--- config.mk ---
export PLATFORM = sky130hd
export DESIGN_NAME = neur_sweep_ctrl
export DESIGN_NICKNAME = d
export VERILOG_FILES = /design/src/rtl/neur_sweep_ctrl.sv
export SDC_FILE = /design/constraint.sdc
export NUM_CORES = 1
export LEC_CHECK = 0
export CAP_MARGIN = 30
export CORE_MARGIN = 3
export CORE_UTILIZATION = 55
export DETAILED_ROUTE_END_ITERATION = 16
export PLACE_DENSITY_LB_ADDON = 0.12
export REMOVE_ABC_BUFFERS = 1
export SKIP_CTS_REPAIR_TIMING = 1
export SYNTH_ARGS = -nofsm -noshare
export SYNTH_HDL_FRONTEND = slang
export SYNTH_SLANG_ARGS = --single-unit
--- constraint.sdc ---
create_clock -name CLK -period 4.75 [get_ports CLK]
set_input_delay 0.95 -clock CLK [delete_from_list [all_inputs] [get_ports CLK]]
set_output_delay 0.95 -clock CLK [all_outputs]
set_load 0.02 [all_outputs]
--- src/rtl/neur_sweep_ctrl.sv ---
// Timestep sweep controller: issues neuron groups to the LIF pipeline under FIFO credit
// and queues nonzero spike masks. Define NEUR_SWEEP_SPK_COUNT_EN to add the SPK_COUNT output.
`timescale 1ns/1ps

// state   | meaning
// S_IDLE  | waiting for TS_START; FIFO may still drain
// S_SWEEP | issuing groups 0..NUM_GROUPS-1, one per cycle while credit allows
// S_DRAIN | all groups issued, waiting for the delay line to empty
// S_DONE  | one-cycle TS_DONE pulse
module neur_sweep_ctrl #(
    parameter int NUM_GROUPS = 64,
    parameter int PIPE_LAT   = 2,
    parameter int FIFO_DEPTH = 8
) (
    input  logic        CLK,
    input  logic        RST_N_sync,
    input  logic        TS_START,
    input  logic [15:0] LIF_neuron_event_out,
    output logic [7:0]  CTRL_NEURMEM_ADDR,
    output logic        CTRL_PIPLINE_START,
    output logic        SPK_VALID,
    input  logic        SPK_READY,
    output logic [7:0]  SPK_ADDR,
    output logic [15:0] SPK_MASK,
    output logic        TS_BUSY,
`ifdef NEUR_SWEEP_SPK_COUNT_EN
    output logic        TS_DONE,
    output logic [10:0] SPK_COUNT
`else
    output logic        TS_DONE
`endif
);

    localparam int AW = $clog2(FIFO_DEPTH);
    localparam int CW = AW + 1;
    localparam logic [7:0] LAST_GROUP = 8'(NUM_GROUPS - 1);

    typedef enum logic [1:0] {
        S_IDLE,
        S_SWEEP,
        S_DRAIN,
        S_DONE
    } state_t;

    state_t state, state_nxt;

    logic [7:0]          issue_addr;
    logic                issue;
    logic                accept;
    logic                credit_ok;

    logic [PIPE_LAT-1:0] dl_valid;
    logic [7:0]          dl_addr [PIPE_LAT];
    logic [7:0]          inflight;
    logic [7:0]          inflight_ahead;

    logic [23:0]         fifo_mem [FIFO_DEPTH];
    logic [AW-1:0]       wr_ptr;
    logic [AW-1:0]       rd_ptr;
    logic [CW-1:0]       fifo_count;
    logic                fifo_empty;
    logic                fifo_full;
    logic                push;
    logic                pop;

    // inflight_ahead excludes the slot retiring this cycle, so DRAIN can leave as that slot retires
    always_comb begin
        inflight       = '0;
        inflight_ahead = '0;
        for (int i = 0; i < PIPE_LAT; i++) begin
            inflight = inflight + 8'(dl_valid[i]);
        end
        for (int i = 0; i < PIPE_LAT - 1; i++) begin
            inflight_ahead = inflight_ahead + 8'(dl_valid[i]);
        end
    end

    assign credit_ok = (8'(fifo_count) + inflight) < 8'(FIFO_DEPTH);

    always_ff @(posedge CLK) begin
        if (!RST_N_sync) begin
            state <= S_IDLE;
        end else begin
            state <= state_nxt;
        end
    end

    always_comb begin
        state_nxt = state;
        issue     = 1'b0;
        accept    = 1'b0;
        case (state)
            S_IDLE: begin
                if (TS_START) begin
                    accept    = 1'b1;
                    state_nxt = S_SWEEP;
                end
            end
            S_SWEEP: begin
                if (credit_ok) begin
                    issue = 1'b1;
                    if (issue_addr == LAST_GROUP) begin
                        state_nxt = S_DRAIN;
                    end
                end
            end
            S_DRAIN: begin
                if (inflight_ahead == 8'd0) begin
                    state_nxt = S_DONE;
                end
            end
            S_DONE: begin
                state_nxt = S_IDLE;
            end
            default: begin
                state_nxt = S_IDLE;
            end
        endcase
    end

    assign CTRL_PIPLINE_START = issue;
    assign CTRL_NEURMEM_ADDR  = (state == S_SWEEP) ? issue_addr : 8'd0;
    assign TS_BUSY            = (state != S_IDLE);
    assign TS_DONE            = (state == S_DONE);

    always_ff @(posedge CLK) begin
        if (!RST_N_sync) begin
            issue_addr <= '0;
        end else if (accept) begin
            issue_addr <= '0;
        end else if (issue) begin
            issue_addr <= (issue_addr == LAST_GROUP) ? 8'd0 : issue_addr + 8'd1;
        end
    end

    // Delay line mirrors the LIF pipeline so each returning mask can be tagged with its group
    always_ff @(posedge CLK) begin
        if (!RST_N_sync) begin
            dl_valid <= '0;
            for (int i = 0; i < PIPE_LAT; i++) begin
                dl_addr[i] <= '0;
            end
        end else begin
            dl_valid[0] <= issue;
            dl_addr[0]  <= issue_addr;
            for (int i = 1; i < PIPE_LAT; i++) begin
                dl_valid[i] <= dl_valid[i-1];
                dl_addr[i]  <= dl_addr[i-1];
            end
        end
    end

    assign push       = dl_valid[PIPE_LAT-1] && (LIF_neuron_event_out != 16'd0);
    assign fifo_empty = (fifo_count == '0);
    assign fifo_full  = (fifo_count == CW'(FIFO_DEPTH));
    assign pop        = SPK_VALID && SPK_READY;

    assign SPK_VALID           = !fifo_empty;
    assign {SPK_ADDR, SPK_MASK} = fifo_empty ? 24'd0 : fifo_mem[rd_ptr];

    always_ff @(posedge CLK) begin
        if (push) begin
            fifo_mem[wr_ptr] <= {dl_addr[PIPE_LAT-1], LIF_neuron_event_out};
        end
    end

    always_ff @(posedge CLK) begin
        if (!RST_N_sync) begin
            wr_ptr     <= '0;
            rd_ptr     <= '0;
            fifo_count <= '0;
        end else begin
            if (push) begin
                wr_ptr <= wr_ptr + 1'b1;
            end
            if (pop) begin
                rd_ptr <= rd_ptr + 1'b1;
            end
            case ({push, pop})
                2'b10:   fifo_count <= fifo_count + 1'b1;
                2'b01:   fifo_count <= fifo_count - 1'b1;
                default: fifo_count <= fifo_count;
            endcase
        end
    end

`ifdef NEUR_SWEEP_SPK_COUNT_EN
    function automatic logic [4:0] popcount16(input logic [15:0] v);
        logic [4:0] n;
        n = '0;
        for (int i = 0; i < 16; i++) begin
            n = n + 5'(v[i]);
        end
        return n;
    endfunction

    always_ff @(posedge CLK) begin
        if (!RST_N_sync) begin
            SPK_COUNT <= '0;
        end else if (accept) begin
            SPK_COUNT <= '0;
        end else if (push) begin
            SPK_COUNT <= SPK_COUNT + 11'(popcount16(LIF_neuron_event_out));
        end
    end
`endif

    a_no_overflow: assert property (@(posedge CLK) disable iff (!RST_N_sync) !(push && fifo_full));

endmodule

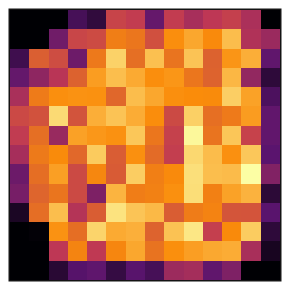
Fig. 1. Cell density map (run 1).
Drawn at 2 px/um. 14 x 14 tiles, from black (low) to pale yellow (high), 0 to 100% covered.
tiles over 75% full	35%
mean over tiles	58%
fullest tile	100%
nearly empty tiles	7.1%
final design utilization: 0.678
Init Core Util: 0.570
placeable core area: 16100 um2

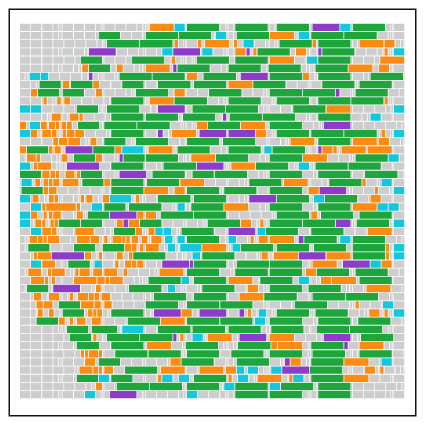
Fig. 2. Cells colored by class (run 1).
Drawn at 3 px/um. Fill, decap, tap and diode cells in gray.
color	class	cells	share of their area
purple	clock drivers and dummy loads	44	7.2%
green	sequential cells	233	62%
orange	combinational and other logic	256	24%
cyan	remaining buffers and delay cells	76	7.1%
flop share of the area: 0.606
Post-Layout Inst Area: 10900 um2
Row Count: 46

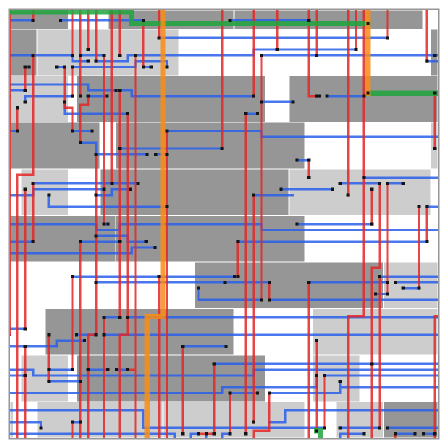
Fig. 3. Close-up of the layout (run 1).
Window x 55 to 80, y 55 to 80 um. Cells in gray, sequential cells in the stronger gray; small squares are vias.
color	layer
orange	metal 4
blue	metal 1
red	metal 2
green	metal 3
netlist names of flops here include	fifo_mem (9)
most frequent	edfxtp_1 (9), buf_4 (4), mux4_2 (3)
sequential cells in the window	9
cells with their middle in the window	20

==> results.py, run 1 <==
# Metrics from the implementation run
metrics = {
    "outcome": {
        "run_status": "finished, final reports clean",
    },
    "pwr": {
        "fin_total_pwr_mw": 5.04,
        "powerDensity_nw_per_um2": 463,
        "ir_worst_vdd_mv": 0.382,
        "cellLeakagePower_nw": 3.53,
    },
    "timing": {
        "post_layout_min_period_ns": 3.68,
        "drv_slew": 0,
        "slew_headroom": 0.467,
        "final.period_utilization": 0.775,
        "totalNegativeSetupSlack_ns": 0,
        "timing.clock.skew_ns": 0.00665,
        "timing_hold_violations_final": 0,
        "fmax_ghz": 0.272,
        "worst_slew_pin_slew_ns": 0.798,
        "final-setup-viol-count": 0,
        "rsz0062_at_grt": "no",
    },
    "floorplan": {
        "chip_area_um2": 18200,
        "io_pins": 56,
        "dieWidth_um": 135,
        "floorplan.die.height_um": 135,
        "tapCellCount": 216,
    },
    "yosys": {
        "ys_seq_elements": 233,
        "synth.top_cell.area_share": 0.630,
        "top_area_cell": "sky130_fd_sc_hd__edfxtp_1",
        "yosys_area_um2": 9150,
        "synthMostInstantiatedCell": "sky130_fd_sc_hd__edfxtp_1",
        "asyncSetResetFlopFracSynth": 0,
        "postSynthCellCount": 511,
        "synth_stat.cells": 511,
        "synth.area.top_cells": "sky130_fd_sc_hd__edfxtp_1 63%, sky130_fd_sc_hd__mux4_2 12%, sky130_fd_sc_hd__dfxtp_1 9.0%",
        "simple_gate_share": 0.0652,
        "synth.area.mux_share": 0.151,
        "enable_flop_cells": 192,
        "synth_area_in_compound_gates": 0.0226,
        "common_cells": "192 x sky130_fd_sc_hd__edfxtp_1, 49 x sky130_fd_sc_hd__nor2_1, 48 x sky130_fd_sc_hd__mux4_2, 41 x sky130_fd_sc_hd__dfxtp_1, 29 x sky130_fd_sc_hd__mux2i_1",
        "synth.comb.largest_family": "multiplexers",
        "synth_top_flop_cell": "sky130_fd_sc_hd__edfxtp_1",
        "post_synth_instance_area_um2": 9150,
        "ys_sh_xor": 0.0105,
        "ys_warn_count": 0,
        "synth_cell_types": 43,
        "seq_area_frac_synth": 0.720,
        "fraction_of_the_mapped_netlist_area_in_adder_cells": 0.0164,
        "avgSynthCellArea_um2": 17.9,
    },
    "cells_and_area": {
        "layout.cells.largest_class": "flip-flops and latches",
        "inverters_excl_clock": 11,
        "fillerInstances": 1035,
        "insertedDiodeCount": 0,
        "num-clock-buffers": 33,
        "syn_to_final_growth_pct": 18.9,
        "flops": 233,
        "finalNetCount": 623,
        "buffers_excl_clock": 76,
        "register_area_um2": 6590,
        "final_layout_size_suffix_gt1_frac": 0.202,
        "layout.comb_gates.multi_input": 245,
        "final-comb-area_um2": 2460,
        "layout_top_cells_excl_fill_tap": "192 x sky130_fd_sc_hd__edfxtp_1, 55 x sky130_fd_sc_hd__clkdlybuf4s50_1, 48 x sky130_fd_sc_hd__mux4_2",
        "comb_area_share": 0.226,
        "final-clk-cell-share": 0.0704,
        "mostFrequentLayoutCell": "sky130_fd_sc_hd__edfxtp_1",
        "non_clock_buffer_area_share": 0.0697,
    },
    "place": {
        "gp_congestion": 0.774,
        "dpl.hpwl_mm": 10.6,
        "port_buffers": 55,
    },
    "critical_path": {
        "crit_chain": "buf_12 -> mux4_2 -> mux2i_1 -> nor2_1 -> clkdlybuf4s50_1",
        "worst-r2r-cell-count": 11,
        "max_stage_delay_ns": 0.56,
        "path_class": "reg -> out",
        "worst-path-max-fanout": 41,
        "ff2ff_setup_slack_ns": 1.85,
        "required_ns": 3.80,
        "cp_num_cells": 5,
        "worst_path_buf_inv": 2,
        "worst_setup_path_end_kind": "output port",
        "launch_point_of_the_worst_reg_to_reg_path": "fifo_count[1]",
        "cp_slowest_cell": "sky130_fd_sc_hd__mux4_2",
        "cp.arrival_ns": 2.73,
        "critPathTopFamily": "buffers and inverters",
        "critPathLaunchType": "flop",
        "crit-reg2reg-capture": "fifo_count[2]",
    },
    "cts": {
        "cts-buffers-inserted": 24,
        "cts_htree_levels": 1,
        "cts_tree": "yes",
        "clock_sink_count": 233,
        "clk_root_buffer_cell": "sky130_fd_sc_hd__clkbuf_16",
        "cts-root-to-sink-buffers": 3,
        "clock_insertion_delay_worst_skew_ns": 0.50,
        "clk_pin_slew_worst_setup_hold_paths_ns": 0.06,
    },
    "global_routing": {
        "use_met2": 0.331,
        "first_global_vias": 4861,
        "globalRouteMet1Util": 0.270,
        "global_route.usage.met3": 0.0313,
        "grt_start_max_net_pins": 42,
        "grtUsageTotal": 0.196,
        "global_route_wire_length_before_repair_mm": 27.4,
        "initial_antenna_violation_count": 0,
        "grt_most_used_layer": "met2",
        "global_route.overflow_total": 0,
    },
    "route": {
        "vias_per_cell": 5.71,
        "first_iter_violations": 316,
        "drcViolationCount": 0,
        "routedLengthMet1_mm": 7.46,
        "detailedRoute.firstPassIterationCount": 4,
        "detailroute.via_count": 4714,
        "drt_wl_total_mm": 17.4,
        "met3_length_um": 783,
        "top_metal_layer_carrying_routed_signals": "met4",
        "met2RoutedLength_mm": 8.84,
        "final_antenna_net_count": 0,
        "wire_per_inst_um": 21.1,
    },
    "min_path": {
        "hold_path_startpoint": "dl_addr[0][5]",
        "timing.hold.worst.class": "reg -> reg",
        "hold_path_end": "dl_addr[0][13]",
        "hold_path_depth": 1,
    },
    "flow_run": {
        "max_cap_violations": 0,
        "warnings": 30,
    },
}
-- run 1: logic make-up (layout without fill, tap and decap cells) --
| family | count (synthesis) | in the layout |
|---|---|---|
| flops | 233 | 233 |
| xor+xnor | 11 | 11 |
| buf+inv | 33 | 131 |
| mux | 78 | 78 |
| fa+ha+maj | 12 | 12 |
| simple gates | 119 | 119 |
| compound gates | 25 | 25 |
-- run 1: how the worst max path moves through the flow --
stage / start / endpoint / slack [ns]
2_1_floorplan: flop / SPK_ADDR[0] / 0.81
3_3_place_gp: LIF_neuron_event_out[0] / fifo_count[2] / 0.75
3_5_place_dp: LIF_neuron_event_out[0] / fifo_count[2] / 0.58
4_1_cts: flop / SPK_MASK[12] / 1.02
5_1_grt: flop / SPK_ADDR[5] / 0.91
6_report: flop / SPK_MASK[12] / 1.07
-- run 1: state kept, by name (all words and copies together), names as in the netlist, named ones only --
register and cells:
dl_addr 16, dl_valid 2, fifo_count 4, fifo_mem 192
issue_addr 8, rd_ptr 3, state 2, wr_ptr 3
-- run 1: power breakdown --
part / internal, mW / total [mW] / switching (mW)
clock network: 1.09 / 1.81 / 0.722
logic: 0.439 / 0.925 / 0.486
registers: 2.25 / 2.31 / 0.0550
-- run 1: through the flow --
stage / cell area (um2) / std cells / util / setup WS, ns / hold slack [ns]
after global placement: 10100 / 781 / 0.630 / 0.746 / 0.415
final: 10900 / 825 / 0.678 / 1.07 / 0.434
after global routing: 10900 / 825 / 0.678 / 0.912 / 0.442
after detailed placement: 10100 / 781 / 0.630 / 0.584 / 0.419
after CTS: 10900 / 825 / 0.678 / 1.02 / 0.435
after floorplan: 9060 / 489 / - / 0.812 / 0.412
Fig. 4: run 1, clock wires, drivers and flops
Drawn at 4 px/um.
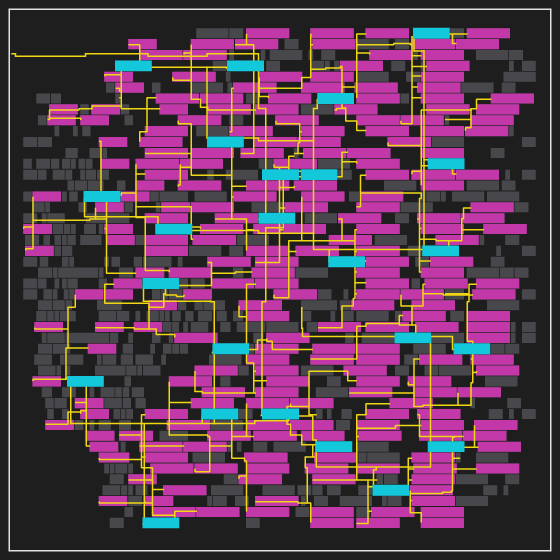

==> run 2, diff against run 1 <==
==> constraint.sdc (replaced) <==
create_clock -name CLK -period 3.8 [get_ports CLK]
set_input_delay 0.76 -clock CLK [delete_from_list [all_inputs] [get_ports CLK]]
set_output_delay 0.76 -clock CLK [all_outputs]
set_load 0.02 [all_outputs]
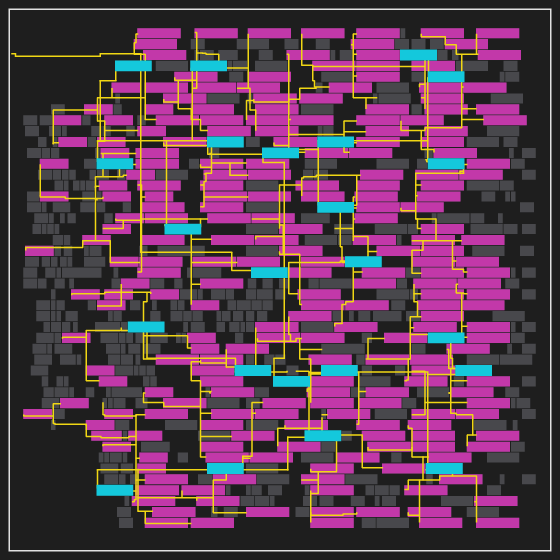
Fig. 5. Clock wires, drivers and flops (run 2).
Drawn at 4 px/um.
[yellow] clock wires | length: 2370 um
[magenta] flip-flops | count: 233
[cyan] clock drivers | count: 23
routed clock nets	24
Layout Skew: 0.00731 ns
power share of the clock group: 0.343

==> run 2 against run 1 <==
Net effect: worst setup slack got worse by 0.76 ns; critical path depth unchanged; non-clock buffer count increased by 15; clock skew increased by 0.00066 ns; die area unchanged; combinational power increased by 25%; register-to-register slack got worse by 0.75 ns; routed wire length increased by 0.45%; clock-buffer cell count decreased by 4; sequential share of layout area decreased by 0.37 points; global-route usage increased by 0.26 points; sequential power increased by 26%.
==> results.py, run 2 <==
# Metrics from the implementation run
metrics = {
    "outcome": {
        "run_status": "finished, final reports clean",
    },
    "cts": {
        "cts-buffers-inserted": 23,
        "cts-root-to-sink-buffers": 3,
        "clk_root_buffer_cell": "sky130_fd_sc_hd__clkbuf_16",
        "clock_sink_count": 233,
        "clock_insertion_delay_worst_skew_ns": 0.49,
        "cts_htree_levels": 1,
        "cts_tree": "yes",
    },
    "global_routing": {
        "initial_antenna_violation_count": 0,
        "global_route_wire_length_before_repair_mm": 27.8,
        "grt_start_max_net_pins": 49,
        "grtUsageTotal": 0.199,
        "global_route.overflow_total": 0,
        "first_global_vias": 4954,
    },
    "yosys": {
        "top_area_cell": "sky130_fd_sc_hd__edfxtp_1",
        "synthMostInstantiatedCell": "sky130_fd_sc_hd__edfxtp_1",
        "common_cells": "192 x sky130_fd_sc_hd__edfxtp_1, 49 x sky130_fd_sc_hd__nor2_1, 48 x sky130_fd_sc_hd__mux4_2, 41 x sky130_fd_sc_hd__dfxtp_1, 29 x sky130_fd_sc_hd__mux2i_1",
        "seq_area_frac_synth": 0.720,
        "post_synth_instance_area_um2": 9150,
        "yosys_area_um2": 9150,
        "synth.area.top_cells": "sky130_fd_sc_hd__edfxtp_1 63%, sky130_fd_sc_hd__mux4_2 12%, sky130_fd_sc_hd__dfxtp_1 9.0%",
        "asyncSetResetFlopFracSynth": 0,
        "synth.top_cell.area_share": 0.630,
        "ys_seq_elements": 233,
        "ys_warn_count": 0,
        "synth_top_flop_cell": "sky130_fd_sc_hd__edfxtp_1",
    },
    "cells_and_area": {
        "final_layout_size_suffix_gt1_frac": 0.225,
        "mostFrequentLayoutCell": "sky130_fd_sc_hd__edfxtp_1",
        "finalNetCount": 637,
        "fillerInstances": 1031,
        "insertedDiodeCount": 0,
        "register_area_um2": 6590,
        "final-comb-area_um2": 2460,
    },
    "floorplan": {
        "io_pins": 56,
        "init_core_util": 0.570,
        "placement_rows": 46,
        "placeableCoreArea_um2": 16100,
        "floorplan.die.height_um": 135,
        "chip_area_um2": 18200,
    },
    "timing": {
        "slew_headroom": 0.389,
        "timing_hold_violations_final": 0,
        "fmax_ghz": 0.287,
        "totalNegativeSetupSlack_ns": 0,
        "final.period_utilization": 0.918,
        "rsz0062_at_grt": "no",
        "final-setup-viol-count": 0,
        "drv_slew": 0,
        "holdWs_ns": 0.429,
        "post_layout_min_period_ns": 3.49,
    },
    "critical_path": {
        "cp.arrival_ns": 2.73,
        "required_ns": 3.04,
        "ff2ff_setup_slack_ns": 1.10,
        "crit-reg2reg-capture": "fifo_count[2]",
        "worst-path-max-fanout": 25,
        "critPathLaunchType": "flop",
        "worst-r2r-cell-count": 10,
        "path_class": "reg -> out",
        "setup.worst_path.end": "SPK_MASK[12]",
    },
    "pwr": {
        "switching_share": 0.254,
        "net-switching-power_mw": 1.57,
        "ir_worst_vdd_mv": 0.353,
        "power.largest_group": "registers",
        "combinationalPowerShare": 0.188,
        "comb_power_mw": 1.16,
        "pg_seq_mw": 2.90,
        "fin_total_pwr_mw": 6.17,
        "power_frac_seq": 0.469,
        "cellLeakagePower_nw": 3.55,
    },
    "route": {
        "drt_wl_total_mm": 17.5,
        "detailedRoute.firstPassIterationCount": 5,
        "first_iter_violations": 355,
        "drcViolationCount": 0,
        "detailroute.via_count": 4750,
        "wire_per_inst_um": 20.9,
        "vias_per_cell": 5.67,
        "final_antenna_net_count": 0,
    },
    "min_path": {
        "timing.hold.worst.class": "reg -> reg",
        "hold_path_end": "dl_addr[0][8]",
        "hold_path_depth": 1,
    },
    "flow_run": {
        "warnings": 30,
    },
    "place": {
        "port_buffers": 55,
        "gp_congestion": 0.835,
    },
}
-- run 2: cell types whose count changed in the layout (fill, tap and decap cells not counted), sizes merged --
cell / before / now
clkinvlp: 0 / 4
clkinv: 9 / 7
bufinv: 2 / 1
clkbuf: 33 / 29
inv: 11 / 12
buf: 21 / 36
-- run 2: logic make-up after synthesis --
kind of cell / Yosys count / synth area share
compound gates: 25 / 0.0226
simple gates: 119 / 0.0652
buf+inv: 33 / 0.0148
flops: 233 / 0.720
fa+ha+maj: 12 / 0.0164
xor+xnor: 11 / 0.0105
mux: 78 / 0.151
-- run 2: metrics by stage --
| stage | setup slack (ns) | utilization | cells | area, um2 |
|---|---|---|---|---|
| after CTS | 0.254 | 0.682 | 838 | 11000 |
| after detailed placement | 0.0637 | 0.637 | 796 | 10200 |
| after global placement | 0.110 | 0.637 | 795 | 10200 |
| after floorplan | 0.0519 | - | 489 | 9060 |
| final | 0.312 | 0.682 | 838 | 11000 |
| after global routing | 0.127 | 0.682 | 838 | 11000 |
-- run 2: layout make-up --
type	count	share of cell area
Clock buffer	29	0.0564
Clock inverter	13	0.00891
Inverter	11	0.00377
Multi-Input combinational cell	245	0.224
Sequential cell	233	0.602
Tap cell	216	0.0247
Timing Repair Buffer	91	0.0799
-- run 2: critical path: stages (launching register included) --
cell	delay, ns
sky130_fd_sc_hd__dfxtp_4	0.56
sky130_fd_sc_hd__buf_12	0.28
sky130_fd_sc_hd__mux4_2	0.54
sky130_fd_sc_hd__mux2i_1	0.23
sky130_fd_sc_hd__nor2_1	0.07
sky130_fd_sc_hd__clkdlybuf4s50_1	0.54
-- run 2: layer usage --
metal  track usage  part of all wire
met1         0.273              0.42
met2         0.341              0.51
met3        0.0328             0.056
met4        0.0431             0.014
met5             0                 0
Power and IR drop assume default switching activity.
